**config.mk**
```make
export PLATFORM = sky130hd
export DESIGN_NAME = regfile_wb_arbiter
export DESIGN_NICKNAME = d
export VERILOG_FILES = /design/src/rtl/regfile_wb_arbiter.sv
export SDC_FILE = /design/constraint.sdc
export NUM_CORES = 1
export LEC_CHECK = 0
export ABC_AREA = 1
export CAP_MARGIN = 20
export CORE_MARGIN = 5
export CORE_UTILIZATION = 31
export CTS_CLUSTER_SIZE = 8
export DETAILED_ROUTE_END_ITERATION = 10
export HOLD_SLACK_MARGIN = 0.05
export PLACE_DENSITY = 0.78
export SKIP_CTS_REPAIR_TIMING = 1
export SYNTH_ARGS = -nofsm -noshare
export SYNTH_HDL_FRONTEND = slang
export SYNTH_SLANG_ARGS = --single-unit
```
**constraint.sdc**
```tcl
create_clock -name clk -period 5.82 [get_ports clk]
set_input_delay 1.164 -clock clk [delete_from_list [all_inputs] [get_ports clk]]
set_output_delay 1.164 -clock clk [all_outputs]
set_load 0.01 [all_outputs]
```
**src/rtl/regfile_wb_arbiter.sv**
```systemverilog
// Round-robin write-back arbiter for the register file's single write port.
// Each requester has a valid/ready handshake. Writes to register 0 are accepted
// and then discarded. The write port is driven from registers, and a saturating
// counter records the cycles in which the write port was contended.
module regfile_wb_arbiter #(
  parameter int unsigned DATA_WIDTH = 32,
  parameter int unsigned REG_DEPTH  = 32,
  parameter int unsigned ADDR_WIDTH = $clog2(REG_DEPTH),
  parameter int unsigned NUM_REQ    = 3,
  parameter int unsigned CNT_WIDTH  = 16
) (
  input  logic                           clk,
  input  logic                           rst,
  input  logic                           hold,
  input  logic [NUM_REQ-1:0]             req_valid,
  output logic [NUM_REQ-1:0]             req_ready,
  input  logic [ADDR_WIDTH*NUM_REQ-1:0]  req_addr,
  input  logic [DATA_WIDTH*NUM_REQ-1:0]  req_data,
  output logic                           rf_wr,
  output logic [ADDR_WIDTH-1:0]          rf_rw,
  output logic [DATA_WIDTH-1:0]          rf_d,
  output logic [CNT_WIDTH-1:0]           conflict_cnt
);

  localparam int unsigned PtrW = $clog2(NUM_REQ);
  localparam logic [PtrW:0] NumReqW = (PtrW + 1)'(NUM_REQ);

  logic [PtrW-1:0]       rr_ptr_q, rr_ptr_d;
  logic                  rf_wr_q, rf_wr_d;
  logic [ADDR_WIDTH-1:0] rf_rw_q, rf_rw_d;
  logic [DATA_WIDTH-1:0] rf_d_q, rf_d_d;
  logic [CNT_WIDTH-1:0]  cnt_q, cnt_d;

  logic                  grant_vld;
  logic [PtrW-1:0]       grant_idx;
  logic [PtrW:0]         scan_idx;
  logic                  multi_valid;

  logic [ADDR_WIDTH-1:0] addr_arr [NUM_REQ];
  logic [DATA_WIDTH-1:0] data_arr [NUM_REQ];

  for (genvar gi = 0; gi < NUM_REQ; gi++) begin : g_unpack
    assign addr_arr[gi] = req_addr[ADDR_WIDTH*gi +: ADDR_WIDTH];
    assign data_arr[gi] = req_data[DATA_WIDTH*gi +: DATA_WIDTH];
  end

  // Two or more bits set: clearing the lowest set bit still leaves a bit set.
  assign multi_valid = |(req_valid & (req_valid - NUM_REQ'(1)));

  // Round-robin scan that starts at rr_ptr. The grant depends only on valid,
  // pointer, hold and rst.
  always_comb begin
    grant_vld = 1'b0;
    grant_idx = '0;
    scan_idx  = '0;
    for (int unsigned k = 0; k < NUM_REQ; k++) begin
      scan_idx = {1'b0, rr_ptr_q} + k[PtrW:0];
      if (scan_idx >= NumReqW) scan_idx = scan_idx - NumReqW;
      if (!grant_vld && req_valid[scan_idx[PtrW-1:0]]) begin
        grant_vld = 1'b1;
        grant_idx = scan_idx[PtrW-1:0];
      end
    end
    if (rst || hold) grant_vld = 1'b0;
  end

  // One-hot ready to the winning requester.
  always_comb begin
    req_ready = '0;
    if (grant_vld) req_ready[grant_idx] = 1'b1;
  end

  // Next state for the write port, the pointer and the contention counter.
  always_comb begin
    rr_ptr_d = rr_ptr_q;
    rf_wr_d  = 1'b0;
    rf_rw_d  = rf_rw_q;
    rf_d_d   = rf_d_q;
    cnt_d    = cnt_q;
    if (grant_vld) begin
      rf_rw_d  = addr_arr[grant_idx];
      rf_d_d   = data_arr[grant_idx];
      // Register 0 is hardwired, so the write is consumed but never enabled.
      rf_wr_d  = |addr_arr[grant_idx];
      rr_ptr_d = ({1'b0, grant_idx} == NumReqW - 1'b1) ? '0 : grant_idx + 1'b1;
    end
    if (!hold && multi_valid && cnt_q != {CNT_WIDTH{1'b1}}) begin
      cnt_d = cnt_q + 1'b1;
    end
  end

  // State registers. The synchronous reset takes priority over everything else.
  always_ff @(posedge clk) begin
    if (rst) begin
      rr_ptr_q <= '0;
      rf_wr_q  <= 1'b0;
      rf_rw_q  <= '0;
      rf_d_q   <= '0;
      cnt_q    <= '0;
    end else begin
      rr_ptr_q <= rr_ptr_d;
      rf_wr_q  <= rf_wr_d;
      rf_rw_q  <= rf_rw_d;
      rf_d_q   <= rf_d_d;
      cnt_q    <= cnt_d;
    end
  end

  assign rf_wr        = rf_wr_q;
  assign rf_rw        = rf_rw_q;
  assign rf_d         = rf_d_q;
  assign conflict_cnt = cnt_q;

endmodule
```
Fig. 1: congestion heat map
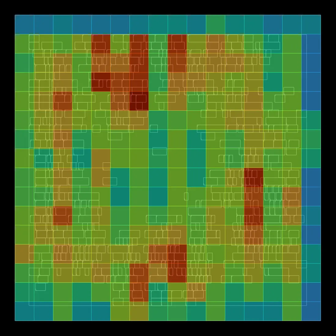
GR Util met1: 20.25%
utilization after layout: 51.10%
GRT busiest layer: met2

Fig. 2: where the registers sit
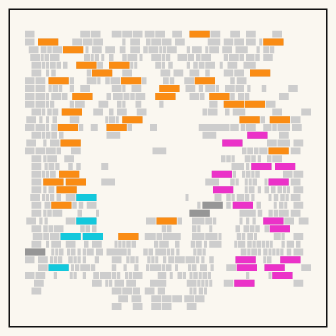
| colour | name in the netlist | sequential cells |
|---|---|---|
| orange | rf_d | 32 |
| cyan | rf_rw | 5 |
| magenta | conflict_cnt | 16 |
power attributed to sequential cells: 0.556 mW
register area: 1121 um^2
fraction of standard cell area that is sequential: 22.34%

Fig. 3: zoomed window
Region (70, 15) to (95, 40) um. Cells in grey, sequential cells in the stronger grey; small squares are vias.
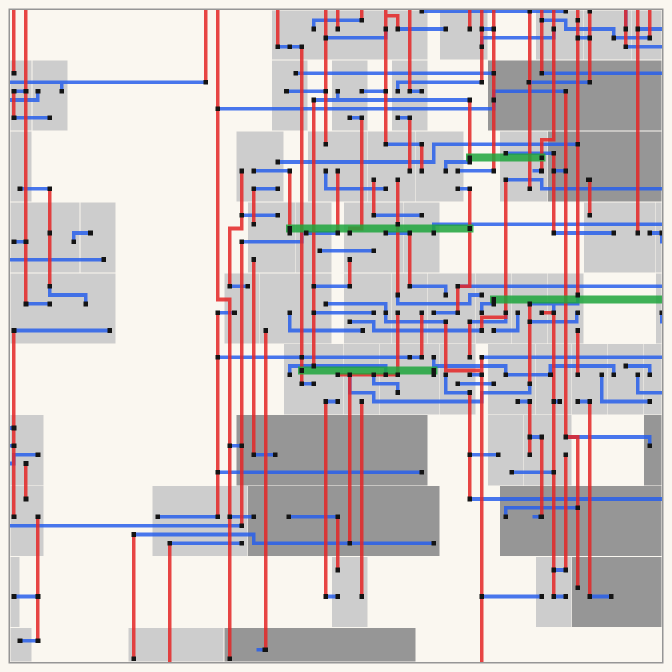
| colour | layer |
|---|---|
| green | metal 3 |
| red | metal 2 |
| blue | metal 1 |
most frequent: nand2_1 (9), inv_1 (7), nor2_1 (7)
cells with their middle in the window: 51
netlist names of flops here include: conflict_cnt (5)
sequential cells in the window: 5

==> results.json <==
{
  "run_status": "completed",
  "floorplanUtilization_pct": 31.84,
  "netlist_area_before_placement_um2": 3127,
  "max_cap_viols": 0,
  "slew_margin_rel_pct": 51.64,
  "sum_of_negative_setup_slack_ns": 0,
  "remaining_drc_errors": 0,
  "synth_async_sr_flop_share_pct": 0,
  "place_hpwl_mm": 8.488,
  "antenna_found_initial": 0,
  "power.total_mw": 2.069,
  "fmax_mhz": 216.7,
  "tritoncts": "yes",
  "grt_max_degree": 38,
  "totalWireLength_mm": 10.86,
  "crit_path_end_kind": "primary output",
  "die_height_um": 110.4,
  "cts.sink_count": 56,
  "comb-cell-share_pct": 34.71,
  "worst_skew_pair.late_latency_ns": 0.30,
  "finalNetCount": 717,
  "yosysMostFrequentCell": "sky130_fd_sc_hd__nand2_1",
  "chip_area_um2": 12190,
  "transition_at_the_pin_with_the_smallest_max_transition_slack_ns": 0.7247,
  "h-tree-depth": 2,
  "routed-via-count": 3577,
  "combGateArea_um2": 1742,
  "finalWorstPathRequiredPeriod_ns": 4.614,
  "nonClockBufferCount": 175,
  "max-vdd-ir-drop_mv": 0.3269,
  "power.density_nw_per_um2": 412.3,
  "syn-instance-count": 436,
  "die-width_um": 110.4,
  "cp.required_ns": 4.66,
  "num-nonclk-inverters": 34,
  "critical-path-top-delay-family": "buffers and inverters",
  "detailedRoute.firstPassIterationCount": 5,
  "log.warning_count": 29,
  "yosysCellCount": 436,
  "grt_pass1_wl_mm": 18.11,
  "cts_buffers": 5,
  "clock_cell_area_share_pct": 2.219,
  "io-pin-count": 174,
  "grt_setup_unrepaired": "no",
  "port_buffers": 173,
  "ys_area_um2": 3127,
  "drt_first_iter_violations": 150,
  "clock_skew_ns": 0.006818,
  "synth_sequential_area_ratio_pct": 35.85,
  "worst_path_max_delay_cell": "sky130_fd_sc_hd__clkdlybuf4s50_1",
  "path_buffers": 4,
  "critical_path.most_common_cell": "sky130_fd_sc_hd__clkdlybuf4s50_1",
  "clk_pin_slew_worst_paths_ns": 0.10,
  "post-route-period-util_pct": 79.28,
  "hp-class": "flip-flop to flip-flop",
  "flop-count": 56,
  "timing.hold.worst.start": "conflict_cnt[13]",
  "edf_count": 0,
  "ctsLongestPathBuffers": 2,
  "critical_path.startpoint": "req_valid[2]",
  "worstPathCellList": "clkdlybuf4s50_1 > inv_2 > o21ai_4 > nand2_4 > nand2_1 > inv_1 > nand3_1 > nand2_2 > nor3_1 > clkdlybuf4s50_1",
  "clock_buffer_count": 5,
  "yosysUniqueCellTypes": 37,
  "vias_in_the_first_global_route": 3671,
  "setup.worst_path.class": "input port to primary output",
  "comb.multi_input.count": 323,
  "setup_viol": 0,
  "static-leakage-power_nw": 1.909,
  "r2r_start": "rr_ptr_q[0]",
  "detail_route.wl_per_cell_um": 14.90,
  "worst_ep_arrival_time_ns": 3.45,
  "final_layout_size_suffix_gt1_share_pct": 7.550,
  "taps": 133,
  "final-hold-violation-count": 0,
  "global_route.overflow_total": 0,
  "layout.cells.largest_class": "non-clock buffers",
  "ys.flop_type": "sky130_fd_sc_hd__dfxtp_1",
  "clk_root_buffer_cell": "sky130_fd_sc_hd__clkbuf_8",
  "buffer_area_share_pct": 34.81,
  "area_delta_synth_final_pct": 60.46,
  "ys_top_cells_by_count": "sky130_fd_sc_hd__nand2_1 (100), sky130_fd_sc_hd__a21oi_1 (79), sky130_fd_sc_hd__dfxtp_1 (56)",
  "synth.avg_cell_area_um2": 7.171,
  "n_antenna_cell": 0,
  "placeableCoreArea_um2": 9819,
  "synthesis.nets": 558,
  "floorplan.rows": 36,
  "drt.antenna.violating_nets": 0,
  "slowest_delay_ns": 0.57,
  "post_synth_main_area_contributors": "sky130_fd_sc_hd__dfxtp_1 (36%), sky130_fd_sc_hd__a21oi_1 (13%), sky130_fd_sc_hd__nand2_1 (12%), sky130_fd_sc_hd__a31oi_1 (5.2%), sky130_fd_sc_hd__nand3_1 (4.3%)",
  "finalMaxSlewViolations": 0,
  "gpl.final_weighted_congestion": 0.9083,
  "yosysTopAreaCell": "sky130_fd_sc_hd__dfxtp_1",
  "synthesis.yosys.warnings": 0,
  "fillCellCount": 989,
  "combined_global_route_utilization_of_all_metal_layers_pct": 17.47,
  "critical_path.max_fanout": 26,
  "synthDominantCellAreaShare_pct": 35.85,
  "critical_path.startpoint_type": "input port",
  "ys.flops": 56,
  "vias_per_cell": 4.907
}
cell usage in the layout, fill, tap and decap left out, types with 2 or more instances in the layout:
| cell type | Yosys | layout |
|---|---|---|
| sky130_fd_sc_hd__a21boi_0 | 2 | 2 |
| sky130_fd_sc_hd__a21oi_1 | 79 | 79 |
| sky130_fd_sc_hd__a21oi_2 | 6 | 6 |
| sky130_fd_sc_hd__a22oi_1 | 2 | 2 |
| sky130_fd_sc_hd__a22oi_2 | 6 | 6 |
| sky130_fd_sc_hd__a31oi_1 | 26 | 26 |
| sky130_fd_sc_hd__buf_4 | 3 | 2 |
| sky130_fd_sc_hd__clkbuf_8 | 0 | 5 |
| sky130_fd_sc_hd__clkdlybuf4s50_1 | 0 | 173 |
| sky130_fd_sc_hd__dfxtp_1 | 56 | 56 |
| sky130_fd_sc_hd__ha_1 | 5 | 5 |
| sky130_fd_sc_hd__inv_1 | 28 | 28 |
| sky130_fd_sc_hd__inv_2 | 5 | 5 |
| sky130_fd_sc_hd__nand2_1 | 100 | 99 |
| sky130_fd_sc_hd__nand2_2 | 2 | 3 |
| sky130_fd_sc_hd__nand2_4 | 2 | 2 |
| sky130_fd_sc_hd__nand3_1 | 27 | 27 |
| sky130_fd_sc_hd__nand3_2 | 4 | 4 |
| sky130_fd_sc_hd__nand4_1 | 2 | 2 |
| sky130_fd_sc_hd__nor2_1 | 21 | 21 |
| sky130_fd_sc_hd__nor2_4 | 2 | 2 |
| sky130_fd_sc_hd__nor3_1 | 4 | 4 |
| sky130_fd_sc_hd__nor3b_1 | 2 | 2 |
| sky130_fd_sc_hd__nor4_1 | 2 | 2 |
| sky130_fd_sc_hd__o21a_1 | 3 | 3 |
| sky130_fd_sc_hd__o21ai_0 | 17 | 17 |
power breakdown:
group / leakage [nW] / switching, mW / internal (mW)
Clock: 0.0541 / 0.130 / 0.128
Sequential: 0.462 / 0.0602 / 0.495
Combinational: 1.39 / 0.746 / 0.509
stage by stage:
stage	setup slack (ns)	utilization, %	hold slack (ns)	instances	area [um^2]
CTS	1.180	51.10	0.4938	729	5017
floorplan	2.350	-	0.4780	436	3127
detailed placement	1.184	49.96	0.4776	721	4906
finish	1.206	51.10	0.4933	729	5017
global route	1.063	51.10	0.5312	729	5017
global placement	1.214	49.96	0.4683	721	4906
registers in the layout (all words and copies together), names as in the netlist:
signal / cells
rf_d: 32
conflict_cnt: 16
rf_rw: 5
rr_ptr_q: 2
rf_wr: 1
kinds of logic after synthesis:
family	count (synthesis)	synth area share [%]
AND/OR/NAND/NOR	173	26.01
buffers and inverters	57	8.523
adder cells (fa/ha/maj)	5	2.001
AND-OR/OR-AND	145	27.61
flip-flops	56	35.85
per-layer routing:
metal	track usage [%]	up-vias	routed length (um)
met5	0	-	0
met4	3.859	0	134
met3	5.525	10	822
met2	31.31	131	5462
met1	20.25	1614	4441
li1	-	1822	-
final timing paths:
path                           end  slack, ns  depth (start not counted)
hold / removal    conflict_cnt[13]       0.49                          2
setup reg to reg           rf_d[4]       2.94                         13
hold reg to reg   conflict_cnt[13]       0.49                          2
setup / recovery      req_ready[2]       1.21                         10
No activity file was given, so power comes from the tool's default toggle rates.
